File: src/rtl/tile_read_scheduler.sv
// Tile-ordered frame reader: BRAM address sequencing with a credit-controlled skid FIFO.
// Optional stall counter output enabled by `define TILE_SCHED_STALL_STATS_EN.
module tile_read_scheduler #(
   parameter int IMG_WIDTH   = 32,
   parameter int IMG_HEIGHT  = 16,
   parameter int TILE_WIDTH  = 16,
   parameter int TILE_HEIGHT = 16,
   parameter int DATA_W      = 8,
   parameter int ADDR_W      = 19,
   parameter int RD_LAT      = 2,
   parameter int FIFO_DEPTH  = 4
) (
   input  logic              iClk,
   input  logic              iRst,
   input  logic              iStart,
   output logic [ADDR_W-1:0] oRdAddr,
   output logic              oRdEn,
   output logic              oRegCe,
   input  logic [DATA_W-1:0] iRdData,
   output logic [DATA_W-1:0] oData,
   output logic              oValid,
   input  logic              iReady,
   output logic              oTileFirst,
   output logic              oTileLast,
   output logic [15:0]       oTileIdx,
   output logic              oBusy,
   output logic              oFrameDone
`ifdef TILE_SCHED_STALL_STATS_EN
   ,
   output logic [31:0]       oStallCnt
`endif
);

   localparam int NTX   = IMG_WIDTH / TILE_WIDTH;
   localparam int NTY   = IMG_HEIGHT / TILE_HEIGHT;
   localparam int CW    = (TILE_WIDTH > 1) ? $clog2(TILE_WIDTH) : 1;
   localparam int RW    = (TILE_HEIGHT > 1) ? $clog2(TILE_HEIGHT) : 1;
   localparam int XW    = (NTX > 1) ? $clog2(NTX) : 1;
   localparam int YW    = (NTY > 1) ? $clog2(NTY) : 1;
   localparam int TW_SH = $clog2(TILE_WIDTH);
   localparam int TH_SH = $clog2(TILE_HEIGHT);
   localparam int PW    = $clog2(FIFO_DEPTH);
   localparam int NW    = $clog2(FIFO_DEPTH + 1);
   localparam int LW    = $clog2(RD_LAT + 1);

   localparam logic [CW-1:0] C_MAX = CW'(TILE_WIDTH - 1);
   localparam logic [RW-1:0] R_MAX = RW'(TILE_HEIGHT - 1);
   localparam logic [XW-1:0] X_MAX = XW'(NTX - 1);
   localparam logic [YW-1:0] Y_MAX = YW'(NTY - 1);
   localparam logic [PW-1:0] P_MAX = PW'(FIFO_DEPTH - 1);

   typedef enum logic [1:0] {
      IDLE,
      RUN,
      DRAIN,
      DONE
   } state_t;

   typedef struct packed {
      logic        first;
      logic        last;
      logic [15:0] idx;
   } side_t;

   typedef struct packed {
      logic [DATA_W-1:0] data;
      side_t             side;
   } beat_t;

   state_t state_q, state_d;

   logic [CW-1:0] c_q;
   logic [RW-1:0] r_q;
   logic [XW-1:0] tx_q;
   logic [YW-1:0] ty_q;

   logic c_end, r_end, x_end, y_end, frame_end;
   logic start_acc, rd_en, credit_ok, push, pop;

   logic [ADDR_W-1:0] row, col;
   side_t             sb_cur;

   logic [RD_LAT-1:0]            v_pipe;
   side_t [RD_LAT-1:0]           sb_pipe;
   logic [LW-1:0]                inflight;

   beat_t         mem [FIFO_DEPTH];
   beat_t         head;
   logic [PW-1:0] wr_ptr, rd_ptr;
   logic [NW-1:0] count_q;

   assign c_end     = (c_q == C_MAX);
   assign r_end     = (r_q == R_MAX);
   assign x_end     = (tx_q == X_MAX);
   assign y_end     = (ty_q == Y_MAX);
   assign frame_end = c_end && r_end && x_end && y_end;
   assign start_acc = (state_q == IDLE) && iStart;

   // Address from registered counters; IMG_WIDTH is a constant multiplier
   always_comb begin
      row     = (ADDR_W'(ty_q) << TH_SH) + ADDR_W'(r_q);
      col     = (ADDR_W'(tx_q) << TW_SH) + ADDR_W'(c_q);
      oRdAddr = row * ADDR_W'(IMG_WIDTH) + col;
   end

   always_comb begin
      sb_cur.first = (r_q == '0) && (c_q == '0);
      sb_cur.last  = r_end && c_end;
      sb_cur.idx   = 16'(ty_q) * 16'(NTX) + 16'(tx_q);
   end

   always_comb begin
      inflight = '0;
      for (int i = 0; i < RD_LAT; i++) begin
         inflight = inflight + LW'(v_pipe[i]);
      end
   end

   always_comb begin
      credit_ok = (32'(inflight) + 32'(count_q) + 32'd1)
                  <= 32'(FIFO_DEPTH);
   end

   always_ff @(posedge iClk or negedge iRst) begin
      if (!iRst) begin
         state_q <= IDLE;
      end else begin
         state_q <= state_d;
      end
   end

   always_comb begin
      state_d = state_q;
      rd_en   = 1'b0;
      unique case (state_q)
         IDLE: begin
            if (iStart) state_d = RUN;
         end
         RUN: begin
            rd_en = credit_ok;
            if (credit_ok && frame_end) state_d = DRAIN;
         end
         DRAIN: begin
            if (count_q == '0 && inflight == '0) state_d = DONE;
         end
         DONE: begin
            state_d = IDLE;
         end
         default: begin
            state_d = IDLE;
         end
      endcase
   end

   // c fastest, then r, then tx, then ty
   always_ff @(posedge iClk or negedge iRst) begin
      if (!iRst) begin
         c_q  <= '0;
         r_q  <= '0;
         tx_q <= '0;
         ty_q <= '0;
      end else if (start_acc) begin
         c_q  <= '0;
         r_q  <= '0;
         tx_q <= '0;
         ty_q <= '0;
      end else if (rd_en) begin
         c_q <= c_end ? '0 : c_q + CW'(1);
         if (c_end) begin
            r_q <= r_end ? '0 : r_q + RW'(1);
            if (r_end) begin
               tx_q <= x_end ? '0 : tx_q + XW'(1);
               if (x_end) ty_q <= y_end ? '0 : ty_q + YW'(1);
            end
         end
      end
   end

   always_ff @(posedge iClk or negedge iRst) begin
      if (!iRst) begin
         v_pipe  <= '0;
         sb_pipe <= '0;
      end else begin
         v_pipe[0]  <= rd_en;
         sb_pipe[0] <= sb_cur;
         for (int i = 1; i < RD_LAT; i++) begin
            v_pipe[i]  <= v_pipe[i-1];
            sb_pipe[i] <= sb_pipe[i-1];
         end
      end
   end

   assign push = v_pipe[RD_LAT-1];
   assign pop  = oValid && iReady;

   always_ff @(posedge iClk) begin
      if (push) mem[wr_ptr] <= {iRdData, sb_pipe[RD_LAT-1]};
   end

   always_ff @(posedge iClk or negedge iRst) begin
      if (!iRst) begin
         wr_ptr  <= '0;
         rd_ptr  <= '0;
         count_q <= '0;
      end else begin
         if (push) wr_ptr <= (wr_ptr == P_MAX) ? '0 : wr_ptr + PW'(1);
         if (pop) rd_ptr <= (rd_ptr == P_MAX) ? '0 : rd_ptr + PW'(1);
         case ({push, pop})
            2'b10:   count_q <= count_q + NW'(1);
            2'b01:   count_q <= count_q - NW'(1);
            default: count_q <= count_q;
         endcase
      end
   end

   // Head is masked while empty so stale entries never reach the outputs
   assign head       = mem[rd_ptr];
   assign oValid     = (count_q != '0);
   assign oData      = oValid ? head.data : '0;
   assign oTileFirst = oValid && head.side.first;
   assign oTileLast  = oValid && head.side.last;
   assign oTileIdx   = oValid ? head.side.idx : '0;

   assign oRdEn      = rd_en;
   assign oBusy      = (state_q != IDLE);
   assign oRegCe     = oBusy;
   assign oFrameDone = (state_q == DONE);

`ifdef TILE_SCHED_STALL_STATS_EN
   logic [31:0] stall_q;

   always_ff @(posedge iClk or negedge iRst) begin
      if (!iRst) begin
         stall_q <= '0;
      end else if (start_acc) begin
         stall_q <= '0;
      end else if (oValid && !iReady && stall_q != '1) begin
         stall_q <= stall_q + 32'd1;
      end
   end

   assign oStallCnt = stall_q;
`endif

endmodule

File: config.mk
export PLATFORM = sky130hd
export DESIGN_NAME = tile_read_scheduler
export DESIGN_NICKNAME = d
export VERILOG_FILES = /design/src/rtl/tile_read_scheduler.sv
export SDC_FILE = /design/constraint.sdc
export NUM_CORES = 1
export LEC_CHECK = 0
export CAP_MARGIN = 10
export CORE_MARGIN = 10
export CORE_UTILIZATION = 24
export CTS_BUF_LIST = sky130_fd_sc_hd__clkbuf_8
export DETAILED_ROUTE_END_ITERATION = 12
export SYNTH_ARGS = -nofsm -noshare
export SYNTH_HDL_FRONTEND = slang
export SYNTH_SLANG_ARGS = --single-unit
File: constraint.sdc
create_clock -name iClk -period 2.2 [get_ports iClk]
set_clock_uncertainty 0.05 [all_clocks]
set_input_delay 0.66 -clock iClk [delete_from_list [all_inputs] [get_ports iClk]]
set_output_delay 0.66 -clock iClk [all_outputs]
set_load 0.02 [all_outputs]
==> reports/metrics.yaml <==
tns_ps: -2330
most_common_cell: "edfxtp_1"
cts_tree: "done"
startpoint: "v_pipe[1]$_DFF_PN0_"
dpl_worst_slack_ps: -451
failed_checks: "negative setup slack"
maxCapViolCount: 0
htreeDepth: 3
grt_util_met2_pct: 11.0
max_freq_mhz: 395
flop_area_um2: 1970
placed_cell_area_um2: 4000
cp_slowest_cell: "dfrtp_1"
biggestRegsByFlops: "mem (44), sb_pipe (6)"
top_register: "mem"
hold_class: "reg -> reg"
avgSynthCellArea_um2: 14.4
seqPwrFrac_pct: 31.7
ys_chip_area_um2: 3330
cp_cell_sequence: "inv_2, ha_4, inv_4, ha_4, inv_2, a211oi_4, o21ai_2, inv_2, buf_6"
ys_seq_share_pct: 59.2
fp_util_pct: 24.3
setup_viol: 14
root_buffer: "clkbuf_8"
yosysUniqueCellTypes: 45
place.gp.congestion: 0.795
worstSetupStartpointType: "flip-flop"
grt.busiest_layer: "met2"
die_h_um: 138
crit_fanout: 3
numPortBuffers: 36
antenna_found_initial: 0
yosysWarnings: 0
nClkBuffers: 9
synth-compound-area-share_pct: 6.83
yosysTopAreaCellShare_pct: 39.6
grt_max_degree: 27
grtUsageMet3_pct: 3.73
ys_top_cells_by_count: "edfxtp_1, buf_4, dfrtp_1, inv_1, ha_1"
wl_met3_um: 588
fin_ws_ps: -333
hold_path.startpoint: "sb_pipe[16]$_DFF_PN0_"
routedWlPerCell_um: 14.3
p_leak_nw: 1.85
comb_power_share_pct: 53.2
timing.rr.start: "v_pipe[1]$_DFF_PN0_"
ctsResizeCount: 103
ys_ff: 70
die_w_um: 138
status: "finished with violations"
r2r_cells: 10
post_cts_buffers: 6
drive_gt1_share_pct: 36.3
syn_area_um2: 3330
async_flop_share_pct: 37.1
fp.coreArea_um2: 13700
power_leader: "combinational logic"
numCtsBuffers: 9
drt-total-wl_um: 6940
m1WireLength_um: 3120
cp_top_family: "flip-flops"
r2r_end: "state_q[1]$_DFFE_PN0P_"
gr-usage-all-layers_pct: 7.21
cp.depth: 9
powerDensity_nw_per_um2: 1350
io-pin-count: 62
total_power_mw: 5.87
ys_sh_simple_pct: 7.24
ys_sh_mux_pct: 8.41
ctsHoldBuffers: 0
logic_area_um2: 1270
tightest_slew_ps: 608
cpMostUsedCell: "inv_2"
gr-usage-met1_pct: 8.74
rows: 43
syn_inst: 232
nWellTaps: 180
vias: 1939
cp.required_ps: 1490
dominantRegCellSynth: "edfxtp_1"
drc: 0
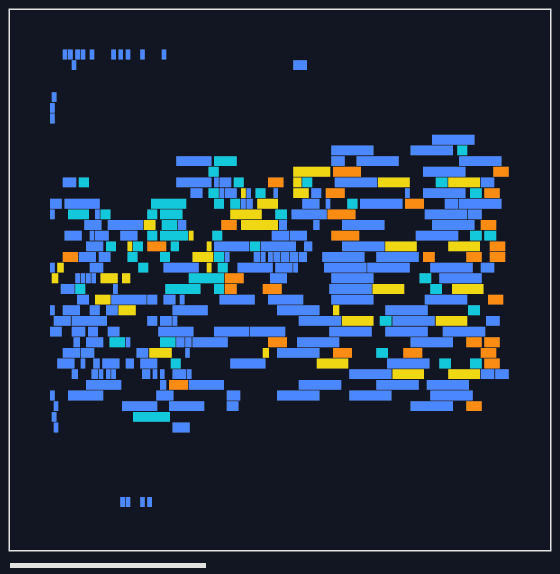
*Drive-strength map*
Scale bar: 50 µm.
legend:
  drive 2:
    color: yellow
    cells: 33
    share: 11%
    most_used: mux4_2
  drive 3 to 4:
    color: cyan
    cells: 49
    share: 16%
    most_used: buf_4
  drive 1 or less:
    color: blue
    cells: 195
    share: 64%
    most_used: edfxtp_1
  drive 6 and up:
    color: orange
    cells: 29
    share: 9.5%
    most_used: buf_6
post-route cell area: 4360 µm²
nonclk buf count: 64
final worst setup slack: -333 ps
Area growth, synth to finish: 30.9%

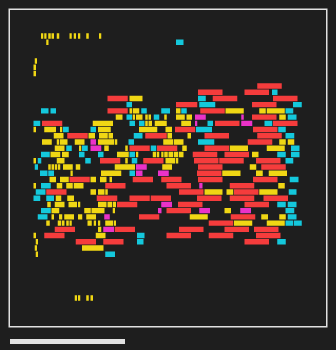
*Cell classes on the final placement*
Scale bar: 50 µm.
legend:
  all other logic:
    color: yellow
    cells: 156
    share_of_their_area: 33%
  other buffers and delay cells:
    color: cyan
    cells: 64
    share_of_their_area: 15%
  clock drivers and dummy loads:
    color: magenta
    cells: 16
    share_of_their_area: 4.0%
  flip-flops:
    color: red
    cells: 70
    share_of_their_area: 48%

